Figure 1. Where the registers sit.
Other sequential cells in the stronger grey, the rest of the logic in the fainter grey.
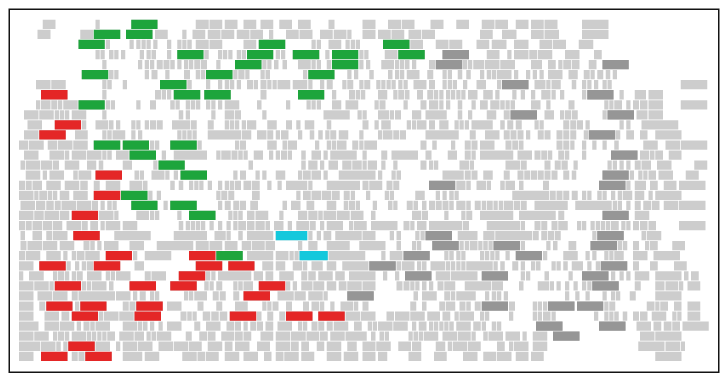
Figure 2. Cell classes on the final placement.
Fill, decap, tap and diode cells in grey.
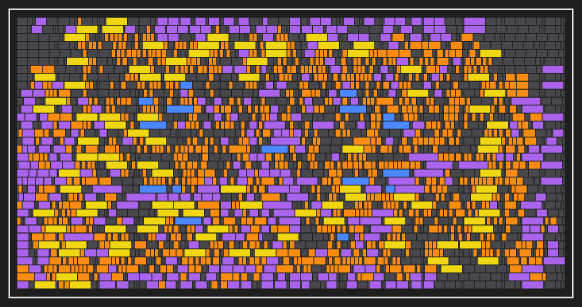
Figure 3. A small window of the routed layout.
The bar under the picture is 20 um long. Region (23, 0) to (73, 50) um. Cells in grey, sequential cells in the stronger grey; small squares are vias.
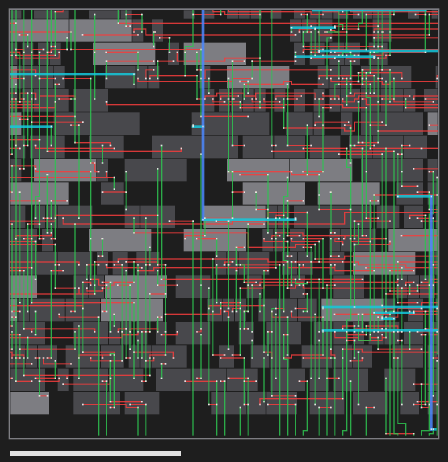
`src/rtl/load_store_unit_pkg.sv`:
```
// Shared definitions for the load/store unit: size encodings, op bit positions,
// FSM state encoding and the alignment check.
package load_store_unit_pkg;

  localparam logic [1:0] LSU_SZ_BYTE = 2'b00;
  localparam logic [1:0] LSU_SZ_HALF = 2'b01;
  localparam logic [1:0] LSU_SZ_WORD = 2'b10;

  localparam int LSU_OP_STORE    = 3;
  localparam int LSU_OP_UNSIGNED = 2;

  typedef enum logic [1:0] {
    ST_IDLE   = 2'd0,
    ST_RMW_WR = 2'd1,
    ST_RESP   = 2'd2
  } lsu_state_t;

  // Illegal size (11) is folded in here so the top needs only one error term besides range.
  function automatic logic misaligned(input logic [1:0] size, input logic [1:0] lo);
    return (size == 2'b11) ||
           (size == LSU_SZ_HALF && lo[0]) ||
           (size == LSU_SZ_WORD && lo != 2'b00);
  endfunction

endpackage

```
`src/rtl/load_store_unit_lane.sv`:
```
// Byte-lane logic: extracts and extends load data, and merges store data into a
// read word for the read-modify-write path. Purely combinational.
module load_store_unit_lane
  import load_store_unit_pkg::*;
(
  input  logic [31:0] word,
  input  logic [1:0]  byte_sel,
  input  logic [1:0]  size,
  input  logic        is_unsigned,
  input  logic [15:0] wdata_lo,
  output logic [31:0] load_data,
  output logic [31:0] merged
);

  logic [7:0]  lane_b;
  logic [15:0] lane_h;

  always_comb begin
    case (byte_sel)
      2'd0:    lane_b = word[7:0];
      2'd1:    lane_b = word[15:8];
      2'd2:    lane_b = word[23:16];
      default: lane_b = word[31:24];
    endcase
    lane_h = byte_sel[1] ? word[31:16] : word[15:0];

    case (size)
      LSU_SZ_BYTE: load_data = {{24{lane_b[7] & ~is_unsigned}}, lane_b};
      LSU_SZ_HALF: load_data = {{16{lane_h[15] & ~is_unsigned}}, lane_h};
      default:     load_data = word;
    endcase

    merged = word;
    if (size == LSU_SZ_BYTE) begin
      case (byte_sel)
        2'd0:    merged[7:0]   = wdata_lo[7:0];
        2'd1:    merged[15:8]  = wdata_lo[7:0];
        2'd2:    merged[23:16] = wdata_lo[7:0];
        default: merged[31:24] = wdata_lo[7:0];
      endcase
    end else if (size == LSU_SZ_HALF) begin
      if (byte_sel[1]) merged[31:16] = wdata_lo;
      else             merged[15:0]  = wdata_lo;
    end
  end

endmodule

```
`src/rtl/load_store_unit.sv`:
```
// Load/store unit between the MEM stage and a word-only data_mem. Sub-word stores
// run as read-modify-write; every op ends with a one-cycle done pulse in RESP.
module load_store_unit
  import load_store_unit_pkg::*;
#(
  parameter int DATA_MEM_SIZE = 1024
) (
  input  logic        clk,
  input  logic        rst,
  input  logic        req,
  input  logic [3:0]  op,
  input  logic [31:0] addr,
  input  logic [31:0] wdata,
  output logic        ready,
  output logic        done,
  output logic        err,
  output logic [31:0] rdata,
  output logic [31:0] mem_address,
  output logic [31:0] mem_writeData,
  output logic        mem_write,
  output logic        mem_read,
  input  logic [31:0] mem_dataOut,
  output logic [1:0]  dbg_state
);

  // Handshake: a request is taken at a posedge where req=1 and ready=1; ready is high
  // only in IDLE, done pulses for one cycle in RESP, and err/rdata are valid with done.

  lsu_state_t  state;
  logic [29:0] word_q;
  logic [31:0] merge_q;

  logic        is_store;
  logic        is_unsigned;
  logic [1:0]  size;
  logic        out_of_range;
  logic        bad;
  logic        accept;
  logic [31:0] load_data;
  logic [31:0] merged;

  assign is_store     = op[LSU_OP_STORE];
  assign is_unsigned  = op[LSU_OP_UNSIGNED];
  assign size         = op[1:0];
  assign out_of_range = {2'b00, addr[31:2]} >= $unsigned(DATA_MEM_SIZE);
  assign bad          = misaligned(size, addr[1:0]) | out_of_range;
  assign accept       = req & (state == ST_IDLE);

  assign ready     = (state == ST_IDLE);
  assign done      = (state == ST_RESP);
  assign dbg_state = state;

  load_store_unit_lane u_lane (
    .word        (mem_dataOut),
    .byte_sel    (addr[1:0]),
    .size        (size),
    .is_unsigned (is_unsigned),
    .wdata_lo    (wdata[15:0]),
    .load_data   (load_data),
    .merged      (merged)
  );

  // Strobes are gated by rst so a reset in RMW_WR drops the pending write.
  always_comb begin
    mem_read      = 1'b0;
    mem_write     = 1'b0;
    mem_address   = '0;
    mem_writeData = '0;
    if (!rst) begin
      if (accept && !bad) begin
        mem_address = {2'b00, addr[31:2]};
        if (is_store && size == LSU_SZ_WORD) begin
          mem_write     = 1'b1;
          mem_writeData = wdata;
        end else begin
          mem_read = 1'b1;
        end
      end else if (state == ST_RMW_WR) begin
        mem_write     = 1'b1;
        mem_address   = {2'b00, word_q};
        mem_writeData = merge_q;
      end
    end
  end

  always_ff @(posedge clk) begin
    if (rst) begin
      state   <= ST_IDLE;
      word_q  <= '0;
      merge_q <= '0;
      rdata   <= '0;
      err     <= 1'b0;
    end else begin
      case (state)
        ST_IDLE: begin
          if (req) begin
            word_q <= addr[31:2];
            err    <= bad;
            state  <= ST_RESP;
            if (!bad) begin
              if (!is_store) begin
                rdata <= load_data;
              end else if (size != LSU_SZ_WORD) begin
                merge_q <= merged;
                state   <= ST_RMW_WR;
              end
            end
          end
        end
        ST_RMW_WR: state <= ST_RESP;
        default:   state <= ST_IDLE;
      endcase
    end
  end

endmodule

```
`config.mk`:
```
export PLATFORM = sky130hd
export DESIGN_NAME = load_store_unit
export DESIGN_NICKNAME = d
export VERILOG_FILES = /design/src/rtl/load_store_unit_pkg.sv /design/src/rtl/load_store_unit_lane.sv /design/src/rtl/load_store_unit.sv
export SDC_FILE = /design/constraint.sdc
export NUM_CORES = 1
export LEC_CHECK = 0
export ABC_AREA = 1
export CORE_ASPECT_RATIO = 0.5
export CORE_MARGIN = 2
export CORE_UTILIZATION = 36
export DETAILED_ROUTE_END_ITERATION = 8
export GPL_ROUTABILITY_DRIVEN = 1
export PLACE_DENSITY = 0.68
export RECOVER_POWER = 50
export SLEW_MARGIN = 25
export SYNTH_ARGS = -nofsm -noshare
export SYNTH_HDL_FRONTEND = slang
export SYNTH_SLANG_ARGS = --single-unit
```
`constraint.sdc`:
```
create_clock -name clk -period 1.85 [get_ports clk]
set_input_delay 0.37 -clock clk [delete_from_list [all_inputs] [get_ports clk]]
set_output_delay 0.37 -clock clk [all_outputs]
set_load 0.03 [all_outputs]
```
==> results.ini <==
[synth]
synth_warnings = 0
syn_inst = 1151
top_cell = nand2_1
top_cells_by_count = nand2_1, nor2_1, o21ai_0
ys_area_um2 = 6324
yosys_register_bits = 97
largest_area_cell = dfxtp_1
top_cell_area_share_pct = 30.71
edf_count = 0

[setup_path]
critical_path_buf_inv_count = 4
r2r.worst_path.cells = 8
path_max_fanout = 5
crit_chain = buf_8 > nor2_4 > nand2_2 > nor2_4 > nand2_2 > nor2_4 > nand2_8 > buf_6 > nor2_4 > buf_6 > nand2_2 > nand2_2 > buf_6
ff2ff_setup_slack_ps = 0
rr_startpoint = dbg_state[0]$_SDFFE_PP0P_

[placed_design]
dp.cells = 1595
place_congestion = 0.8799

[cells_and_area]
nets = 1525
combGateArea_um2 = 4477
seq_area_um2 = 1947

[outcome]
violations = negative setup slack
status = complete, but fails checks

[die]
fp-row-count = 34

[power]
p_switching_w = 0.001581
finalPower_w = 0.005213
p_per_area_nw_per_um2 = 468.7
swShare_pct = 30.32
p_int_w = 0.003633

[clock_network]
cts.path.max_buffers = 2
clk_pin_slew_ps = 80
h-tree-depth = 3

[timing]
setup_viol = 65
hold_viol_final = 0
setup_ws_ps = -339.0
fin_crit_ps = 2189
clock_skew_ps = 10.04
drv_slew = 0

[grt]
overflow = 0
grtUsageTotal_pct = 28.04

[flow_run]
drv_cap = 0
warnings = 29

[hold_path]
holdPathStages = 3

Notes on Figure 1 above:
[dbg_state] cyan | placed flops: 2
[word_q] red | placed flops: 30
[rdata] green | placed flops: 32
flop share of the area: 17.50%
Final Util: 64.40%
seq pwr: 0.00217 W

Notes on Figure 2 above:
[clock drivers and dummy loads] blue | cells: 16
[combinational and other logic] orange | cells: 982
[flops] yellow | cells: 97
[other buffers and delay cells] purple | cells: 332
design area: 11,120 um2
core area: 17,270 um2

Notes on Figure 3 above:
[metal 3] cyan
[metal 2] green
[metal 1] red
[metal 4] blue
most frequent: nor2_1 (38), dfxtp_1 (20), nand2_1 (18)
sequential cells in the window: 20
cells with their middle in the window: 185
netlist names of flops here include: word_q (15), rdata (5)

## area by class of cell
type / instances / area share, %
Clock buffer: 10 / 2.148
Sequential cell: 97 / 17.50
Inverter: 102 / 3.656
Tap cell: 234 / 2.632
Clock inverter: 6 / 0.6074
Multi-Input combinational cell: 880 / 40.25
Timing Repair Buffer: 332 / 33.21
## registers in the layout, indices dropped and copies added (netlist names)
signal,flops
merge_q,32
word_q,30
rdata,32
dbg_state,2
err,1
## cell families (layout without fill, tap and decap cells)
group | after synthesis | after routing | synth area share (%)
buffers and inverters | 175 | 450 | 11.52
DFF | 97 | 97 | 30.71
and+or+nand+nor | 733 | 733 | 45.79
other | 1 | 2 | 0.05930
AOI/OAI and AO/OA | 145 | 145 | 11.93
## power groups by stage
stage                     logic, W  clock network, W  registers (W)
after global placement    0.000973                 0        0.00221
after CTS                  0.00106           0.00196        0.00217
after global routing       0.00121           0.00202        0.00218
final                      0.00112           0.00192        0.00217
after floorplan           0.000452                 0        0.00222
after detailed placement  0.000976                 0        0.00222
## through the flow
step / TNS [ps] / worst slack, ps / hold slack [ps] / area, um2 / utilization (%)
2_1_floorplan: -43.26 / -19.14 / 455.4 / 6793 / -
3_3_place_gp: -68260 / -818.9 / 463.0 / 9528 / 55.17
3_5_place_dp: -63760 / -795.8 / 472.2 / 9528 / 55.17
4_1_cts: -14450 / -303.4 / 253.2 / 10910 / 63.17
5_1_grt: -25770 / -412.2 / 273.5 / 11120 / 64.40
6_report: -14040 / -339.0 / 273.0 / 11120 / 64.40
## cell usage in the layout (no fill, tap or decap), types with 2 or more instances in the layout
cell type        synthesis  final
a21oi_1                 31     28
a21oi_4                  0      2
buf_12                   0     30
buf_16                   0     10
buf_2                   15      7
buf_4                    4     83
buf_6                    5     80
buf_8                    0      4
clkbuf_16                0     11
clkbuf_4                 0      2
clkdlybuf4s50_1          0    109
clkinv_4                 0      2
conb_1                   1      2
dfxtp_1                 97     95
dlygate4sd2_1            0      3
inv_1                   96     88
inv_2                    4      7
inv_4                    0      2
inv_6                    0      2
inv_8                    0      4
nand2_1                394    320
nand2_2                  1     66
nand2_4                  0      8
nand3_1                 72     70
nand3_2                  0      2
nand4_1                  7      7
nor2_1                 252    189
nor2_2                   4      4
nor2_4                   0     63
o211ai_1                 9      9
o21ai_0                101     77
o21ai_1                  2     13
o21ai_2                  1     11
o21ai_4                  0      3
## per-layer routing
| layer | vias to the layer above | GRT usage, % | share of wire [%] |
|---|---|---|---|
| met2 | 306 | 45.52 | 46 |
| met4 | 0 | 6.805 | 2.2 |
| li1 | 4101 | - | - |
| met5 | - | 0 | 0 |
| met3 | 46 | 6.176 | 7.6 |
| met1 | 3792 | 37.85 | 44 |
## worst min-delay path by stage
stage	end	start	slack (ps)
after floorplan	word_q[10]$_SDFFE_PP0P_	word_q[10]$_SDFFE_PP0P_	460
after global placement	word_q[23]$_SDFFE_PP0P_	word_q[23]$_SDFFE_PP0P_	460
after detailed placement	word_q[29]$_SDFFE_PP0P_	word_q[29]$_SDFFE_PP0P_	470
after CTS	word_q[16]$_SDFFE_PP0P_	addr[18]	250
after global routing	word_q[23]$_SDFFE_PP0P_	addr[25]	270
final	word_q[16]$_SDFFE_PP0P_	addr[18]	270
Power figures rest on the tool's default switching activity, not on a simulated workload.
